$ cat config.mk
export PLATFORM = sky130hd
export DESIGN_NAME = pipe_hazard_unit
export DESIGN_NICKNAME = d
export VERILOG_FILES = /design/src/rtl/pipe_pkg.sv /design/src/rtl/pipe_hazard_unit_match.sv /design/src/rtl/pipe_hazard_unit.sv
export SDC_FILE = /design/constraint.sdc
export NUM_CORES = 1
export LEC_CHECK = 0
export CORE_MARGIN = 4
export CORE_UTILIZATION = 55
export CTS_CLUSTER_DIAMETER = 100
export DETAILED_ROUTE_END_ITERATION = 12
export GPL_TIMING_DRIVEN = 0
export PLACE_DENSITY = 0.87
export SYNTH_ARGS = -nofsm -noshare
export SYNTH_HDL_FRONTEND = slang
export SYNTH_SLANG_ARGS = --single-unit
$ cat constraint.sdc
create_clock -name clk -period 6.7 [get_ports clk]
set_clock_uncertainty 0.1 [all_clocks]
set_input_delay 1.675 -clock clk [delete_from_list [all_inputs] [get_ports clk]]
set_output_delay 1.675 -clock clk [all_outputs]
set_load 0.1 [all_outputs]
$ cat src/rtl/pipe_pkg.sv
// Shared types and constants for the 6-stage pipeline hazard/forwarding control.
package pipe_pkg;

    // Register indices are carried at this fixed width inside stage records; AW must not exceed it.
    localparam int unsigned REG_AW_MAX = 8;

    localparam int unsigned NSTAGE  = 4;
    localparam int unsigned STG_RR  = 0;
    localparam int unsigned STG_EX  = 1;
    localparam int unsigned STG_MEM = 2;
    localparam int unsigned STG_WB  = 3;

    typedef enum logic [1:0] {
        FWD_NONE  = 2'd0,
        FWD_EXMEM = 2'd1,
        FWD_MEMWB = 2'd2
    } fwd_sel_t;

    typedef struct packed {
        logic                  valid;
        logic                  regwrite;
        logic                  is_load;
        logic [REG_AW_MAX-1:0] dst;
        logic [REG_AW_MAX-1:0] rs;
        logic [REG_AW_MAX-1:0] rt;
        logic                  use_rs;
        logic                  use_rt;
    } stage_rec_t;

    // MEM result is newest, but a load in MEM has no data yet, so fall back to WB.
    function automatic fwd_sel_t fwd_pick(input logic mem_hit, input logic mem_is_load,
                                          input logic wb_hit);
        fwd_sel_t sel;
        sel = FWD_NONE;
        if (mem_hit && !mem_is_load) begin
            sel = FWD_EXMEM;
        end else if (wb_hit) begin
            sel = FWD_MEMWB;
        end
        return sel;
    endfunction

endpackage

$ cat src/rtl/pipe_hazard_unit_match.sv
// Compares one in-flight writer against one source operand; $0 and unused sources never match.
module hazard_match
    import pipe_pkg::*;
(
    input  logic                  wr_en,
    input  logic [REG_AW_MAX-1:0] dst,
    input  logic [REG_AW_MAX-1:0] src,
    input  logic                  use_src,
    output logic                  match_c
);

    assign match_c = wr_en && use_src && (src != '0) && (dst == src);

endmodule

$ cat src/rtl/pipe_hazard_unit.sv
// Interlock and forwarding control: tracks writers in RR..WB, stalls ID on hazards,
// selects RR bypass / EX forwarding, squashes IF/ID on jumps, counts stall/flush events.
module pipe_hazard_unit
    import pipe_pkg::*;
#(
    parameter int unsigned NREG   = 32,
    parameter int unsigned AW     = $clog2(NREG),
    parameter bit          FWD_EN = 1'b1,
    parameter int unsigned CW     = 16
) (
    input  logic          clk,
    input  logic          rst,
    input  logic          id_valid,
    input  logic [AW-1:0] id_rs,
    input  logic [AW-1:0] id_rt,
    input  logic          id_use_rs,
    input  logic          id_use_rt,
    input  logic [AW-1:0] id_dst,
    input  logic          id_regwrite,
    input  logic          id_memread,
    input  logic          id_jump,
    output logic          stall,
    output logic          flush_ifid,
    output logic          rr_byp_a,
    output logic          rr_byp_b,
    output logic [1:0]    ex_fwd_a,
    output logic [1:0]    ex_fwd_b,
    output logic [CW-1:0] stall_cnt,
    output logic [CW-1:0] flush_cnt
);

    localparam logic [CW-1:0] CNT_MAX = '1;

    stage_rec_t            slot_q [NSTAGE];
    stage_rec_t            id_rec;
    logic [REG_AW_MAX-1:0] id_src [2];
    logic [REG_AW_MAX-1:0] ex_src [2];
    logic [REG_AW_MAX-1:0] rr_src [2];
    logic                  id_use [2];
    logic                  ex_use [2];
    logic                  rr_use [2];
    logic [1:0]            hit_id_rr;
    logic [1:0]            hit_id_ex;
    logic [1:0]            hit_id_mem;
    logic [1:0]            hit_ex_mem;
    logic [1:0]            hit_ex_wb;
    logic [1:0]            hit_rr_wb;
    logic                  load_use;
    logic                  any_hit;

    always_comb begin
        id_rec          = '0;
        id_rec.valid    = id_valid;
        id_rec.regwrite = id_regwrite;
        id_rec.is_load  = id_memread;
        id_rec.dst      = REG_AW_MAX'(id_dst);
        id_rec.rs       = REG_AW_MAX'(id_rs);
        id_rec.rt       = REG_AW_MAX'(id_rt);
        id_rec.use_rs   = id_use_rs;
        id_rec.use_rt   = id_use_rt;
    end

    assign id_src[0] = REG_AW_MAX'(id_rs);
    assign id_src[1] = REG_AW_MAX'(id_rt);
    assign id_use[0] = id_use_rs;
    assign id_use[1] = id_use_rt;
    assign ex_src[0] = slot_q[STG_EX].rs;
    assign ex_src[1] = slot_q[STG_EX].rt;
    assign ex_use[0] = slot_q[STG_EX].use_rs;
    assign ex_use[1] = slot_q[STG_EX].use_rt;
    assign rr_src[0] = slot_q[STG_RR].rs;
    assign rr_src[1] = slot_q[STG_RR].rt;
    assign rr_use[0] = slot_q[STG_RR].use_rs;
    assign rr_use[1] = slot_q[STG_RR].use_rt;

    // Index 0 is the rs/A operand, index 1 is the rt/B operand.
    for (genvar k = 0; k < 2; k++) begin : g_src
        hazard_match u_id_rr (
            .wr_en(slot_q[STG_RR].valid && slot_q[STG_RR].regwrite), .dst(slot_q[STG_RR].dst),
            .src(id_src[k]), .use_src(id_use[k]), .match_c(hit_id_rr[k]));
        hazard_match u_id_ex (
            .wr_en(slot_q[STG_EX].valid && slot_q[STG_EX].regwrite), .dst(slot_q[STG_EX].dst),
            .src(id_src[k]), .use_src(id_use[k]), .match_c(hit_id_ex[k]));
        hazard_match u_id_mem (
            .wr_en(slot_q[STG_MEM].valid && slot_q[STG_MEM].regwrite), .dst(slot_q[STG_MEM].dst),
            .src(id_src[k]), .use_src(id_use[k]), .match_c(hit_id_mem[k]));
        hazard_match u_ex_mem (
            .wr_en(slot_q[STG_MEM].valid && slot_q[STG_MEM].regwrite), .dst(slot_q[STG_MEM].dst),
            .src(ex_src[k]), .use_src(ex_use[k]), .match_c(hit_ex_mem[k]));
        hazard_match u_ex_wb (
            .wr_en(slot_q[STG_WB].valid && slot_q[STG_WB].regwrite), .dst(slot_q[STG_WB].dst),
            .src(ex_src[k]), .use_src(ex_use[k]), .match_c(hit_ex_wb[k]));
        hazard_match u_rr_wb (
            .wr_en(slot_q[STG_WB].valid && slot_q[STG_WB].regwrite), .dst(slot_q[STG_WB].dst),
            .src(rr_src[k]), .use_src(rr_use[k]), .match_c(hit_rr_wb[k]));
    end

    // Stall and flush respond in the same cycle as the ID inputs.
    always_comb begin
        load_use   = (|hit_id_rr) && slot_q[STG_RR].is_load;
        any_hit    = (|hit_id_rr) || (|hit_id_ex) || (|hit_id_mem);
        stall      = id_valid && (FWD_EN ? load_use : any_hit);
        flush_ifid = id_valid && id_jump && !stall;
    end

    always_comb begin
        ex_fwd_a = FWD_NONE;
        ex_fwd_b = FWD_NONE;
        rr_byp_a = 1'b0;
        rr_byp_b = 1'b0;
        if (FWD_EN) begin
            ex_fwd_a = fwd_pick(hit_ex_mem[0], slot_q[STG_MEM].is_load, hit_ex_wb[0]);
            ex_fwd_b = fwd_pick(hit_ex_mem[1], slot_q[STG_MEM].is_load, hit_ex_wb[1]);
            rr_byp_a = hit_rr_wb[0];
            rr_byp_b = hit_rr_wb[1];
        end
    end

    // Writer records advance one stage per clock; a held ID instruction leaves a bubble in RR.
    always_ff @(posedge clk) begin
        if (rst) begin
            slot_q    <= '{default: '0};
            stall_cnt <= '0;
            flush_cnt <= '0;
        end else begin
            slot_q[STG_WB]  <= slot_q[STG_MEM];
            slot_q[STG_MEM] <= slot_q[STG_EX];
            slot_q[STG_EX]  <= slot_q[STG_RR];
            slot_q[STG_RR]  <= (id_valid && !stall) ? id_rec : '0;
            if (stall && (stall_cnt != CNT_MAX)) begin
                stall_cnt <= stall_cnt + CW'(1);
            end
            if (flush_ifid && (flush_cnt != CNT_MAX)) begin
                flush_cnt <= flush_cnt + CW'(1);
            end
        end
    end

endmodule

**Run 1: clock wiring as the flow saved it**

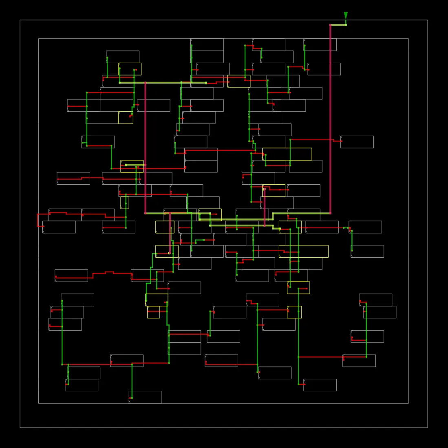
CTS Sinks: 87
clock-net power: 411 uW
seq_cells: 87
Clock Latency Late Sink: 350 ps
CLK BUF: 9

**Run 1: routed clock nets over the placement**

The bar under the picture is 20 microns long.
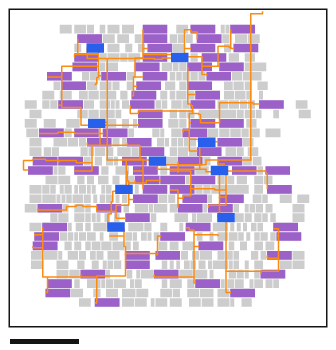
legend:
  purple:
    item: flip-flops
    count: 87
  blue:
    item: clock-net drivers
    count: 9
  orange:
    item: clock wires
    length: 917 microns
routed clock nets: 10
Clk pwr share: 40.5%

**Run 1: close-up of the layout**

Region (26, 26) to (66, 66) microns. Cells in gray, sequential cells in the stronger gray; small squares are vias.
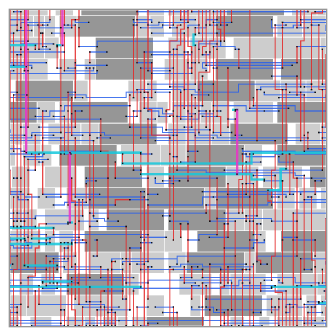
legend:
  red:
    layer: M2
  blue:
    layer: M1
  magenta:
    layer: M4
  cyan:
    layer: M3
most frequent: dfxtp_1 (30), nor2b_1 (21), xnor2_1 (11)
sequential cells in the window: 30
cells with their middle in the window: 125
netlist names of flops here include: slot_q (13), ex_src (6), flush_cnt (4)

==> Slide: Implementation Results, run 1 <==
Run Summary

Synthesis
  – Ys cells: 412
  – Flops after synth: 87
  – Most numerous cell in the Yosys netlist: dfxtp_1
  – Top-area cell share: 45.7%
  – Chip Area, Yosys: 3810 sq um
  – Syn_area_per_cell: 9.24 sq um
  – AO/OA Area Share: 7.29%
  – Fraction of registers with async set/reset: 0%
  – Nets at Floorplan: 437

Die
  – Die height: 91.2 microns
  – Number of I/O pins: 63
  – Die width: 91.2 microns

STA
  – Fin worst setup slack: 183 ps
  – RSZ-0062 raised after global routing: false
  – Final Slew Violations: 0
  – Hold WS: 350 ps
  – Final Hold Fails: 0

Power
  – Comb. pwr: 66.7 uW
  – Static leakage: 1.72 nW
  – Comb pwr share: 6.6%
  – Switching share of power: 23.8%
  – Total power: 1.01 mW
  – P per Cell Area: 213 nW/um^2

Drt
  – Total vias in the final route: 3,249
  – DRT Pass-1 Iters: 5
  – Met2 WL post-DR: 4.51 mm
  – WL final: 8.99 mm
  – Drt via density: 5.71

Place
  – Area of placed instances: 4530 sq um

Finish
  – Max FFs per register: 31
  – Data buffer area share: 14.9%
  – Fillers: 490
  – Seq area share: 36.6%
  – Design Area, Final: 4760 sq um
  – Fin cells: 569

Worst setup path
  – Setup crit end: stall
  – Critical path cell sequence: clkdlybuf4s50_1, xor2_1, or4_1, nor4_2, o21ai_1, buf_2, inv_1, clkdlybuf4s50_1
  – CP Max Fanout: 10
  – FF-to-FF setup slack: 4200 ps
  – Register-to-Register Path Depth: 8
  – Buf/Inv on CP: 4

Clock network
  – Clk root buf: clkbuf_8
  – Post-CTS Setup Repair Bufs: 0
  – Worst-path clk slew: 80 ps
  – Hold-fix buffers, CTS: 0
  – CTS resizes: 1

Global route
  – Most used routing layer: met2
  – Wire length of the first global-routing pass: 15.0 mm

Outcome
  – Status: finished clean

Hold path
  – Hold Crit Depth: 1
==> run 2: changes to the inputs <==
Settings changed: CORE_UTILIZATION 55 to 57, GPL_ROUTABILITY_DRIVEN set to 0, PLACE_DENSITY 0.87 to 0.9.
**Run 2: clock wiring as the flow saved it**

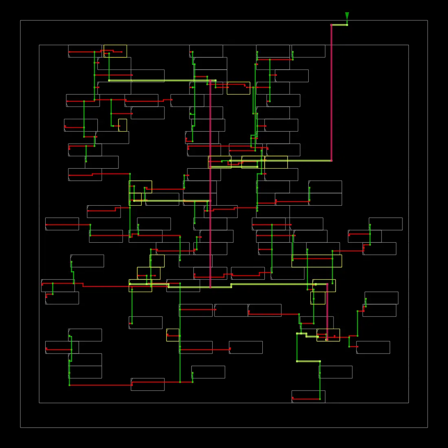
total CTS buffers: 9
clock-net power: 378 uW
Clock Latency Late Sink: 360 ps
CLK BUF: 10

**Run 2: routed clock nets over the placement**

The bar under the picture is 20 microns long.
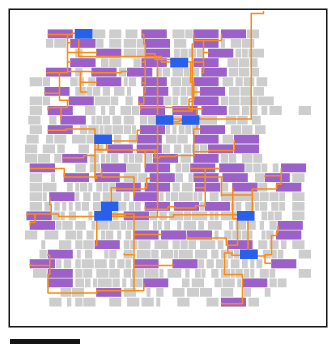
legend:
  purple:
    item: flip-flops
    count: 87
  orange:
    item: clock wires
    length: 975 microns
  blue:
    item: clock-net drivers
    count: 9
routed clock nets: 10
Clk pwr share: 38.5%

**Run 2: close-up of the layout**

Region (25, 25) to (65, 65) microns. Cells in gray, sequential cells in the stronger gray; small squares are vias.
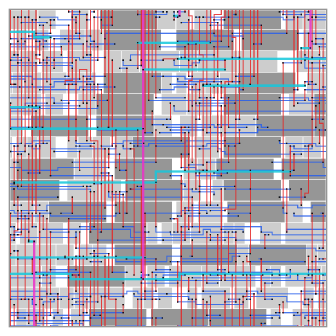
legend:
  magenta:
    layer: M4
  blue:
    layer: M1
  red:
    layer: M2
  cyan:
    layer: M3
netlist names of flops here include: slot_q (12), rr_src (6), flush_cnt (5)
sequential cells in the window: 33
cells with their middle in the window: 150
most frequent: dfxtp_1 (33), nor2b_1 (23), xnor2_1 (10)

==> Slide: Implementation Results, run 2 <==
Run Summary

Outcome
  – Status: finished clean (unchanged)

Die
  – Die width: 89.7 microns (was 91.2 microns)

Hold path
  – Hold Crit Depth: 1 (unchanged)

Finish
  – Seq_cells: 87 (unchanged)
  – Data buffer area share: 15.0% (was 14.9%)
  – Max FFs per register: 31 (unchanged)
  – Seq area share: 36.8% (was 36.6%)
  – Design Area, Final: 4730 sq um (was 4760 sq um)

STA
  – Final Slew Violations: 0 (unchanged)

Power
  – Static leakage: 1.71 nW (was 1.72 nW)
  – Total power: 982 uW (was 1.01 mW)
  – P per Cell Area: 208 nW/um^2 (was 213 nW/um^2)
  – Comb pwr share: 6.9% (was 6.6%)

Drt
  – Total vias in the final route: 3,245 (was 3,249)
  – Met2 WL post-DR: 4.59 mm (was 4.51 mm)
  – WL final: 9.19 mm (was 8.99 mm)

Synthesis
  – Fraction of registers with async set/reset: 0% (unchanged)
  – Flops after synth: 87 (unchanged)
  – Most numerous cell in the Yosys netlist: dfxtp_1 (unchanged)
  – AO/OA Area Share: 7.29% (unchanged)
  – Syn_area_per_cell: 9.24 sq um (unchanged)

Clock network
  – CTS resizes: 1 (unchanged)
  – CTS Sinks: 87 (unchanged)

Global route
  – Most used routing layer: met2 (unchanged)
  – Wire length of the first global-routing pass: 14.8 mm (was 15.0 mm)

Worst setup path
  – Register-to-Register Path Depth: 9 (was 8)
  – CP Max Fanout: 10 (unchanged)
  – Buf/Inv on CP: 4 (unchanged)
No activity file was given, so power comes from the tool's default toggle rates.
